**Run 1: routed metal, one color a layer**

Only two layers are drawn.
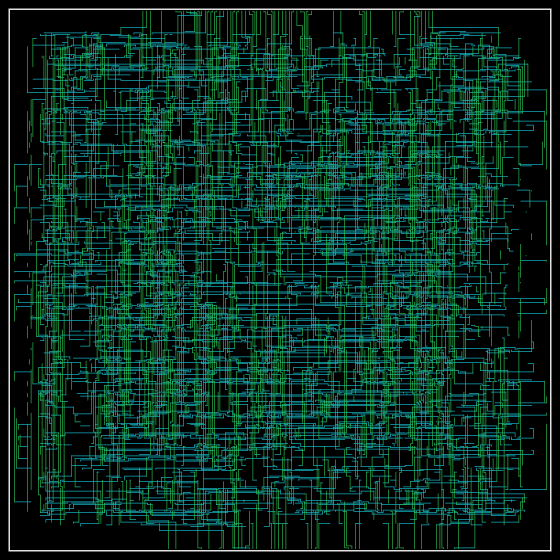
**Run 1: I/O pins on the die edge**

Pins as bars across the die edge, other pins in gray.
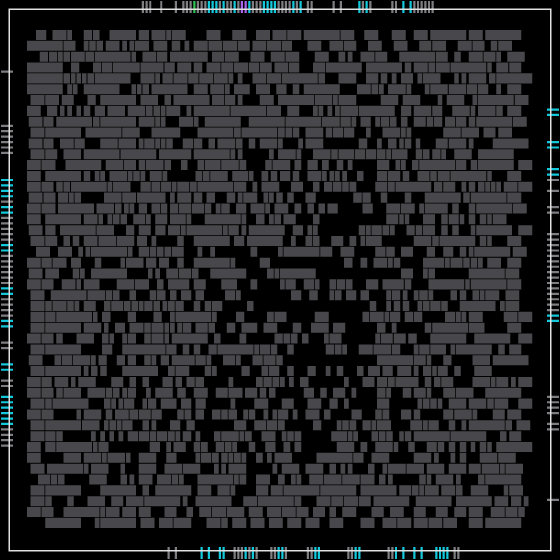
**Run 1: logic cells by family**

Bar = 50 um.
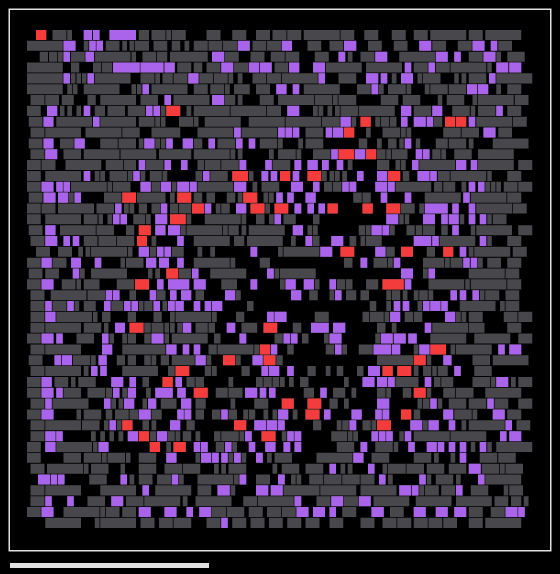
**Run 1: the clock network**

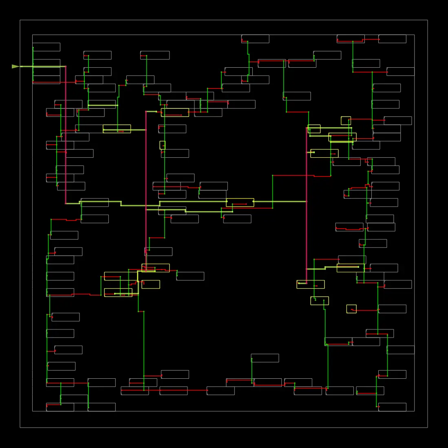
==> src/rtl/alu_pkg.sv <==
// Shared definitions for the arbitrated ALU: operation codes, FSM states,
// and the legality check for control codes.
package alu_pkg;

    localparam logic [2:0] ALU_ADD = 3'b000;
    localparam logic [2:0] ALU_SUB = 3'b001;
    localparam logic [2:0] ALU_AND = 3'b010;
    localparam logic [2:0] ALU_OR  = 3'b011;
    localparam logic [2:0] ALU_SLT = 3'b101;

    typedef enum logic [1:0] {
        ST_IDLE = 2'd0,
        ST_EXEC = 2'd1,
        ST_RESP = 2'd2
    } state_t;

    function automatic logic is_illegal(input logic [2:0] ctrl);
        return !(ctrl inside {ALU_ADD, ALU_SUB, ALU_AND, ALU_OR, ALU_SLT});
    endfunction

endpackage

==> src/rtl/alu.sv <==
// Single-cycle 32-bit ALU; unsupported codes yield result 0 and flag illegal.
module alu
    import alu_pkg::*;
(
    input  logic [31:0] srcA,
    input  logic [31:0] srcB,
    input  logic [2:0]  ctrl,
    output logic [31:0] result,
    output logic        zero,
    output logic        illegal
);

    always_comb begin
        result  = 32'd0;
        illegal = is_illegal(ctrl);
        case (ctrl)
            ALU_ADD: result = srcA + srcB;
            ALU_SUB: result = srcA - srcB;
            ALU_AND: result = srcA & srcB;
            ALU_OR:  result = srcA | srcB;
            // Unsigned compare
            ALU_SLT: result = {31'd0, (srcA < srcB)};
            default: result = 32'd0;
        endcase
    end

    assign zero = (result == 32'd0);

endmodule

==> src/rtl/rr_arbiter.sv <==
// Combinational round-robin grant: first valid requester at or above rr_ptr,
// wrapping at NUM_REQ.
module rr_arbiter #(
    parameter int NUM_REQ = 2,
    parameter int IW      = 1
) (
    input  logic [NUM_REQ-1:0] req_valid,
    input  logic [IW-1:0]      rr_ptr,
    output logic [NUM_REQ-1:0] grant,
    output logic [IW-1:0]      grant_idx
);

    int   idx;
    logic found;

    always_comb begin
        grant     = '0;
        grant_idx = '0;
        found     = 1'b0;
        idx       = 0;
        for (int k = 0; k < NUM_REQ; k++) begin
            idx = (int'(rr_ptr) + k) % NUM_REQ;
            if (!found && req_valid[idx[IW-1:0]]) begin
                found                 = 1'b1;
                grant[idx[IW-1:0]]    = 1'b1;
                grant_idx             = idx[IW-1:0];
            end
        end
    end

endmodule

==> src/rtl/alu_arbiter.sv <==
// Shares one ALU among NUM_REQ requesters: grant in IDLE, execute on latched
// operands, then hold a one-hot response until the owner accepts it.
module alu_arbiter
    import alu_pkg::*;
#(
    parameter int NUM_REQ = 2,
    parameter int IDX_W   = 1
) (
    input  logic                 clk,
    input  logic                 rst_n,
    input  logic [NUM_REQ-1:0]   req_valid,
    output logic [NUM_REQ-1:0]   req_ready,
    input  logic [32*NUM_REQ-1:0] req_srcA,
    input  logic [32*NUM_REQ-1:0] req_srcB,
    input  logic [3*NUM_REQ-1:0] req_ctrl,
    output logic [NUM_REQ-1:0]   resp_valid,
    input  logic [NUM_REQ-1:0]   resp_ready,
    output logic [31:0]          resp_result,
    output logic                 resp_zero,
    output logic                 resp_illegal,
    output logic                 busy
);

    localparam int IW = (IDX_W > 1) ? IDX_W : 1;
    localparam logic [NUM_REQ-1:0] ONE = NUM_REQ'(1);

    state_t       state;
    logic [IW-1:0] rr_ptr;
    logic [IW-1:0] owner;
    logic [31:0]  op_a;
    logic [31:0]  op_b;
    logic [2:0]   op_ctrl;

    logic [NUM_REQ-1:0] grant;
    logic [IW-1:0]      grant_idx;
    logic [31:0]        sel_a;
    logic [31:0]        sel_b;
    logic [2:0]         sel_ctrl;
    logic [31:0]        alu_result;
    logic               alu_zero;
    logic               alu_illegal;
    logic               idle_live;

    rr_arbiter #(
        .NUM_REQ (NUM_REQ),
        .IW      (IW)
    ) u_rr (
        .req_valid (req_valid),
        .rr_ptr    (rr_ptr),
        .grant     (grant),
        .grant_idx (grant_idx)
    );

    alu u_alu (
        .srcA    (op_a),
        .srcB    (op_b),
        .ctrl    (op_ctrl),
        .result  (alu_result),
        .zero    (alu_zero),
        .illegal (alu_illegal)
    );

    // No accept is offered while reset is asserted
    assign idle_live = (state == ST_IDLE) && rst_n;
    assign req_ready = idle_live ? grant : '0;
    assign busy      = (state != ST_IDLE);

    always_comb begin
        sel_a    = '0;
        sel_b    = '0;
        sel_ctrl = '0;
        for (int i = 0; i < NUM_REQ; i++) begin
            if (grant[i]) begin
                sel_a    = req_srcA[32*i +: 32];
                sel_b    = req_srcB[32*i +: 32];
                sel_ctrl = req_ctrl[3*i +: 3];
            end
        end
    end

    always_ff @(posedge clk or negedge rst_n) begin
        if (!rst_n) begin
            state        <= ST_IDLE;
            rr_ptr       <= '0;
            owner        <= '0;
            op_a         <= '0;
            op_b         <= '0;
            op_ctrl      <= '0;
            resp_valid   <= '0;
            resp_result  <= '0;
            resp_zero    <= 1'b0;
            resp_illegal <= 1'b0;
        end else begin
            case (state)
                ST_IDLE: begin
                    if (|grant) begin
                        op_a    <= sel_a;
                        op_b    <= sel_b;
                        op_ctrl <= sel_ctrl;
                        owner   <= grant_idx;
                        state   <= ST_EXEC;
                    end
                end
                ST_EXEC: begin
                    resp_result  <= alu_result;
                    resp_zero    <= alu_zero;
                    resp_illegal <= alu_illegal;
                    resp_valid   <= ONE << owner;
                    state        <= ST_RESP;
                end
                ST_RESP: begin
                    if (resp_ready[owner]) begin
                        resp_valid <= '0;
                        rr_ptr     <= (owner == IW'(NUM_REQ - 1)) ? '0 : owner + IW'(1);
                        state      <= ST_IDLE;
                    end
                end
                default: state <= ST_IDLE;
            endcase
        end
    end

endmodule

==> config.mk <==
export PLATFORM = sky130hd
export DESIGN_NAME = alu_arbiter
export DESIGN_NICKNAME = d
export VERILOG_FILES = /design/src/rtl/alu_pkg.sv /design/src/rtl/alu.sv /design/src/rtl/rr_arbiter.sv /design/src/rtl/alu_arbiter.sv
export SDC_FILE = /design/constraint.sdc
export NUM_CORES = 1
export LEC_CHECK = 0
export CAP_MARGIN = 25
export CORE_MARGIN = 4
export CORE_UTILIZATION = 58
export DETAILED_ROUTE_END_ITERATION = 7
export MAX_ROUTING_LAYER = met4
export PLACE_DENSITY = 0.88
export SLEW_MARGIN = 20
export SYNTH_ARGS = -nofsm -noshare
export SYNTH_HDL_FRONTEND = slang
export SYNTH_SLANG_ARGS = --single-unit
==> constraint.sdc <==
create_clock -name clk -period 6.6 [get_ports clk]
set_input_delay 0.66 -clock clk [delete_from_list [all_inputs] [get_ports clk]]
set_output_delay 0.66 -clock clk [all_outputs]
set_load 0.02 [all_outputs]
==> GITHUB_STEP_SUMMARY, run 1 <==
### Flow metrics

| Metric | Value |
|---|---|
| Outcome | `complete, no violations` |
| TritonCTS clock tree | `yes` |
| RSZ-0062 raised after global routing | `false` |
| Slew @ Worst Pin | `1.11 ns` |
| Dominant register cell | `dfrtp_1` |
| CP max FO | `6` |
| FF-to-FF setup slack | `2.54 ns` |
| Startpoint Class | `register` |
| Crit path DRT | `6.88 ns` |
| Initial antenna violation count | `0` |
| Pins Over Slew Limit | `0` |
| Critical Path Most Common Cell | `nor4_1` |
| Remaining routing DRC violations | `0` |
| Area grow syn2layout | `23.1%` |
| CP endpoint kind | `register` |
| Vias in the first global route | `9392` |
| Tool warnings | `96` |
| Area after DPL | `11300 um2` |
| Hold Crit Class | `in2async` |
| Drt initial violations | `1009` |
| Antenna Cells | `0` |
| CTS Hold Bufs | `0` |
| Post-synth ARST share | `100%` |
| Top cell excl fill/tap | `clkdlybuf4s50_1` |
| GRT met2 Usage | `53.0%` |
| Critical Path AT | `4.34 ns` |
| Uppermost layer routed | `met4` |
| Fin. Hold Viols | `0` |
| Layout cell share with drive strength beyond 1 | `5.11%` |
| Met2 WL | `14200 um` |
| EDFF count, synth | `0` |
| Wl on met1 | `13100 um` |
| Top Layout Cells | `177 x clkdlybuf4s50_1, 133 x a21oi_1, 106 x dfrtp_1` |
| Yosys chip area | `9420 um2` |
| First-pass GRT wire length | `48300 um` |
| Final setup fails | `0` |
| DIE AREA | `18400 um2` |
| Ys Warns | `0` |
| Port bufs | `178` |
About 'routed metal, one color a layer':
- M1: cyan (wire length 13100 um)
- M2: green (wire length 14200 um)

About 'I/O pins on the die edge':
- busy: green (pins 1; direction output; edge top)
- req_ready: purple (pins 2; direction output; edge top)
- req_srcA: cyan (pins 64; direction input; edge 20 left, 20 bottom, 16 top, 8 right)

About 'logic cells by family':
- non-inverting ao/oa cells: red (cells 54)
- aoi and oai cells: purple (cells 398; where spread over the die)

About 'the clock network':
total CTS buffers: 9
flip-flops: 107
clk latency late pin: 0.37 ns

## run 1: cell type report
cell class              count  area [um2]
clock buffers               9         225
flip-flops and latches    107        2680
inverters                  95         357
clock inverters             7        96.3
multi-input cells         885        6120
well taps                 216         270
fillers                  1277        4280
repair buffers            188        1860
## run 1: flip-flops by register name, indices dropped and copies added, names as in the netlist
signal,cells
op_a,32
op_b,32
op_ctrl,3
owner,1
resp_illegal,1
resp_result,32
resp_valid,2
resp_zero,1
rr_ptr,1
state,2
## run 1: Yosys cell counts, drive strengths merged (16+ instances only)
library cell / instances / area [um2]
nand2: 105 / 397
clkbuf: 55 / 206
nor2b: 16 / 100
buf: 19 / 104
o211ai: 18 / 140
ha: 100 / 1250
a221oi: 55 / 482
nor3: 23 / 115
a22oi: 20 / 150
a21oi: 133 / 666
nor2: 67 / 251
o21ai: 90 / 450
nand3: 18 / 90.1
dfrtp: 107 / 2680
a211oi: 20 / 155
inv: 93 / 349
## run 1: stage by stage
step / util, % / std cells / worst slack [ns]
finish: 73.0 / 1507 / 2.54
global route: 73.0 / 1507 / 2.36
CTS: 73.0 / 1507 / 2.64
detailed placement: 71.0 / 1491 / 2.67
global placement: 71.0 / 1490 / 2.77
floorplan: - / 1161 / 3.30
## run 1: cell families after synthesis
logic type | count (synthesis) | synth area share [%]
compound gates | 452 | 32.3
xor+xnor | 14 | 1.30
fa+ha+maj | 102 | 13.7
buf+inv | 169 | 7.08
flops | 107 | 28.4
mux | 14 | 1.70
simple gates | 303 | 15.5
## run 1: path summary, 6_finish.rpt
kind / from / to / cells after the start
max: op_a[0] / resp_zero / 14
min reg2reg: resp_result[30] / resp_result[30] / 2
max in group asynchronous: rst_n / op_ctrl[0] / 2
min: rst_n / op_a[11] / 1
min in group clk: resp_result[30] / resp_result[30] / 2
max reg2reg: op_a[0] / resp_zero / 14
**Run 1: where the registers sit**

Bar = 50 um.
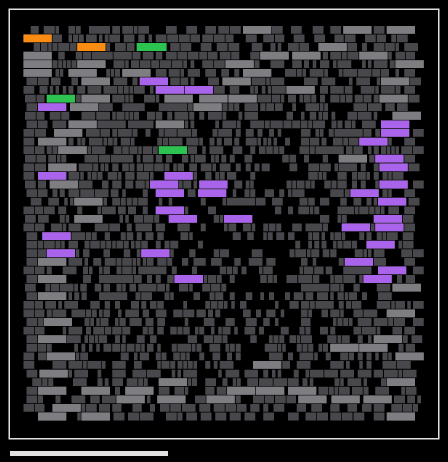

==> run 2, diff against run 1 <==
--- a/config.mk
+++ b/config.mk
@@ -7,10 +7,10 @@
 export LEC_CHECK = 0
 export CAP_MARGIN = 25
 export CORE_MARGIN = 4
-export CORE_UTILIZATION = 58
+export CORE_UTILIZATION = 49
 export DETAILED_ROUTE_END_ITERATION = 7
 export MAX_ROUTING_LAYER = met4
-export PLACE_DENSITY = 0.88
+export PLACE_DENSITY = 0.79
 export SLEW_MARGIN = 20
 export SYNTH_ARGS = -nofsm -noshare
 export SYNTH_HDL_FRONTEND = slang
==> constraint.sdc (replaced) <==
create_clock -name clk -period 3.6 [get_ports clk]
set_input_delay 0.36 -clock clk [delete_from_list [all_inputs] [get_ports clk]]
set_output_delay 0.36 -clock clk [all_outputs]
set_load 0.02 [all_outputs]
**Run 2: where the registers sit**

Bar = 50 um.
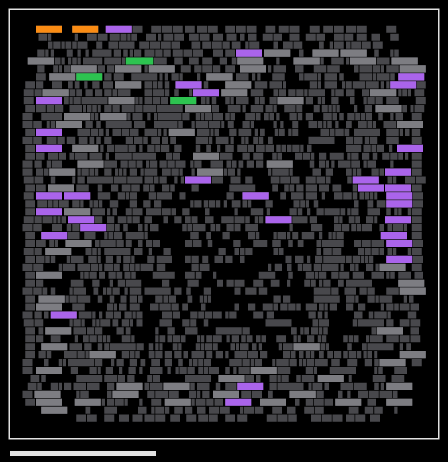
- op_ctrl: green (sequential cells 3)
- resp_result: purple (sequential cells 32)
- resp_valid: orange (sequential cells 2)
- not colored: 70

==> GITHUB_STEP_SUMMARY, run 2 <==
### Flow metrics

| Metric | Value |
|---|---|
| Area share, top type | `28.4% (unchanged)` |
| RSZ-0062 raised after global routing | `true` |
| Crit path DRT | `3.88 ns (-3.00 ns)` |
| Critical Path AT | `3.81 ns (-0.53 ns)` |
| Logic area | `6510 um2 (+6.4%)` |
| Tool warnings | `97 (+1.0%)` |
| Hold Crit Class | `in2async` |
| Total CTS buffers | `9 (unchanged)` |
| Clk latency late pin | `0.38 ns (about the same)` |
| Post-synth ARST share | `100% (unchanged)` |
| Port bufs | `178 (unchanged)` |
| Core Util, Final | `70.3% (-2.7 points)` |
| Count leader, synth | `a21oi_1` |
| CTS Hold Bufs | `0 (unchanged)` |
| DIE AREA | `21500 um2 (+17%)` |
| Remaining routing DRC violations | `0 (unchanged)` |
| CP max FO | `9 (+3)` |
| Antenna Cells | `0 (unchanged)` |
| CP endpoint kind | `register` |
| Layout cell share with drive strength beyond 1 | `19.9% (+15 points)` |
| Critical Path Most Common Cell | `or4_4` |
| Outcome | `complete, no violations` |
-- run 2: cell types whose count changed in the layout (fill, tap and decap cells not counted), sizes merged --
cell,previous run,this run
bufinv,1,0
clkinv,6,7
buf,11,170
-- run 2: logic make-up after synthesis --
logic type                 Yosys count  share of synthesized area [%]
adders and majority gates          102                           13.7
buffers and inverters              169                           7.08
DFF                                107                           28.4
xor gates and xnor gates            14                           1.30
AOI/OAI and AO/OA                  452                           32.3
muxes                               14                           1.70
and+or+nand+nor                    303                           15.5
-- run 2: layout make-up --
type,instances,share of cell area (%)
timing repair buffer,347,23.2
multi-input combinational,885,49.1
clock buffer,9,1.70
tap,260,2.46
inverter,95,2.69
sequential,107,20.2
clock inverter,7,0.614
-- run 2: worst paths after layout --
path	startpoint	endpoint	slack, ns	depth (start not counted)
worst max-delay path	op_a[14]	resp_zero	0.07	14
worst min-delay path	rst_n	resp_result[1]	0.12	2
worst max register to register	op_a[14]	resp_zero	0.07	14
worst min register to register	resp_result[19]	resp_result[19]	0.48	2
max in group asynchronous	rst_n	op_b[19]	2.97	2
min in group clk	resp_result[19]	resp_result[19]	0.48	2
-- run 2: critical path: cells and delay by family (launching register included) --
kind            cells  cell delay [ns]
buf+inv             2             0.26
mux                 1             0.07
flops               1             0.42
compound gates      4             0.83
simple gates        6             1.66
fa+ha+maj           1             0.21
-- run 2: per-layer routing --
metal | vias up | GRT usage [%] | share of wire (%) | wire [um]
li1 | 4846 | - | - | -
met1 | 4910 | 39.7 | 43 | 14700
met2 | 405 | 52.1 | 49 | 17000
met3 | 50 | 4.72 | 6.0 | 2080
met4 | 0 | 8.56 | 2.2 | 756
met5 | - | - | 0 | 0
-- run 2: what timing repair did --
action,4_1_cts,5_1_grt
setup endpoints to repair,1,2
pin swaps,3,19
resized,16,62
gates cloned,0,0
setup buffers,1,11
==> run 3, diff against run 2 <==
--- a/config.mk
+++ b/config.mk
@@ -8,6 +8,7 @@
 export CAP_MARGIN = 25
 export CORE_MARGIN = 4
 export CORE_UTILIZATION = 49
+export CTS_BUF_LIST = sky130_fd_sc_hd__clkbuf_16
 export DETAILED_ROUTE_END_ITERATION = 7
 export MAX_ROUTING_LAYER = met4
 export PLACE_DENSITY = 0.79
**Run 3: I/O pins on the die edge**

Pins as bars across the die edge, other pins in gray.
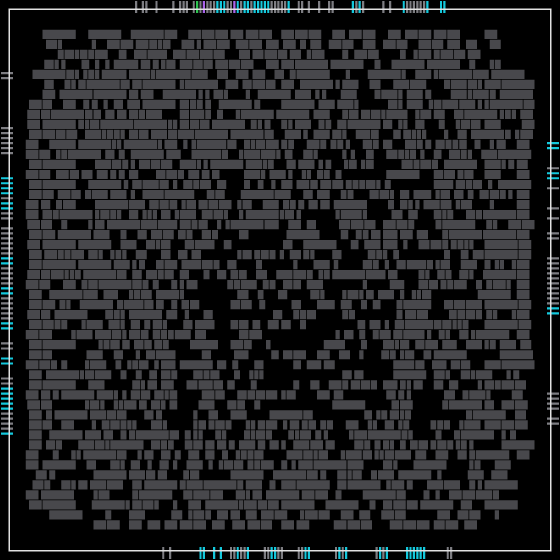
- req_ready: purple (pins 2; direction output; edge top)
- busy: green (pins 1; direction output; edge top)
- req_srcA: cyan (pins 64; direction input; edge 20 left, 20 bottom, 18 top, 6 right)
- all pins by edge: 59 top, 54 left, 38 bottom, 28 right

==> GITHUB_STEP_SUMMARY, run 3 <==
### Flow metrics

| Metric | Value |
|---|---|
| Outcome | `complete, no violations` |
| GRT met2 Usage | `52.1% (unchanged)` |
| DIE AREA | `21500 um2 (unchanged)` |
| Worst setup endpoint | `resp_zero` |
| Terminus of the critical flop-to-flop path | `resp_zero` |
| Post-synth ARST share | `100% (unchanged)` |
| CTS Hold Bufs | `0 (unchanged)` |
| Count leader, synth | `a21oi_1` |
| Clk latency late pin | `0.38 ns (about the same)` |
| Area share, top type | `28.4% (unchanged)` |
| Total CTS buffers | `9 (unchanged)` |
| Hold Crit Class | `in2async` |
| Critical Path AT | `3.81 ns (about the same)` |
| Routed len/inst | `20.2 um` |
| Remaining routing DRC violations | `0 (unchanged)` |
| Setup repair bufs after CTS | `1 (unchanged)` |
| Reg2Reg Depth | `14 (unchanged)` |
| GR peak layer | `met2` |
| Reg2reg start | `op_a[14]` |
| Tool warnings | `97 (unchanged)` |
| Layout cell share with drive strength beyond 1 | `19.9% (unchanged)` |
| CP endpoint kind | `register` |
| CP max FO | `9 (unchanged)` |
| RD Place Congestion | `1.02` |
| M1 GR Usage | `39.7% (unchanged)` |
| Critical Path Most Common Cell | `or4_4` |
| TritonCTS clock tree | `yes` |
| Rows | `50` |
| Antenna Cells | `0 (unchanged)` |
| FF-to-FF setup slack | `0.07 ns (about the same)` |
| Drt total wl | `34500 um` |
| RSZ-0062 raised after global routing | `true` |
| Post-cts sizing count | `16 (unchanged)` |
| Crit path DRT | `3.88 ns (about the same)` |
run 3: through the flow:
stage / util, % / worst slack (ns)
floorplan: - / 0.304
global placement: 66.1 / -0.182
detailed placement: 66.1 / -0.295
CTS: 68.2 / 0.00209
global route: 70.3 / -0.0855
finish: 70.3 / 0.0664
run 3: logic make-up (layout without fill, tap and decap cells):
| logic type | after synthesis | count (layout) | synth area share (%) |
|---|---|---|---|
| AND/OR/NAND/NOR | 303 | 303 | 15.5 |
| multiplexers | 14 | 14 | 1.70 |
| AND-OR/OR-AND | 452 | 452 | 32.3 |
| adder cells (fa/ha/maj) | 102 | 102 | 13.7 |
| XOR/XNOR | 14 | 14 | 1.30 |
| buffers and inverters | 169 | 458 | 7.08 |
| flip-flops | 107 | 107 | 28.4 |
run 3: per-layer routing:
layer / share of wire (%) / vias up / routed length (um)
met2: 49 / 405 / 17000
met3: 6.0 / 50 / 2080
met4: 2.2 / 0 / 756
met5: 0 / - / 0
li1: - / 4846 / -
met1: 43 / 4910 / 14700
run 3: cell type report:
cell class                      count  area [um2]  area share (%)
Multi-Input combinational cell    885        6510            49.1
Timing Repair Buffer              347        3070            23.2
Sequential cell                   107        2680            20.2
Inverter                           95         357            2.69
Tap cell                          260         325            2.46
Clock buffer                        9         225            1.70
Clock inverter                      7        81.3           0.614
run 3: worst max-delay path: cells and delay by family, from the launching register on:
| kind | cells | cell delay (ns) |
|---|---|---|
| buffers and inverters | 2 | 0.26 |
| AND-OR/OR-AND | 4 | 0.83 |
| AND/OR/NAND/NOR | 6 | 1.66 |
| flip-flops | 1 | 0.42 |
| multiplexers | 1 | 0.07 |
| adder cells (fa/ha/maj) | 1 | 0.21 |
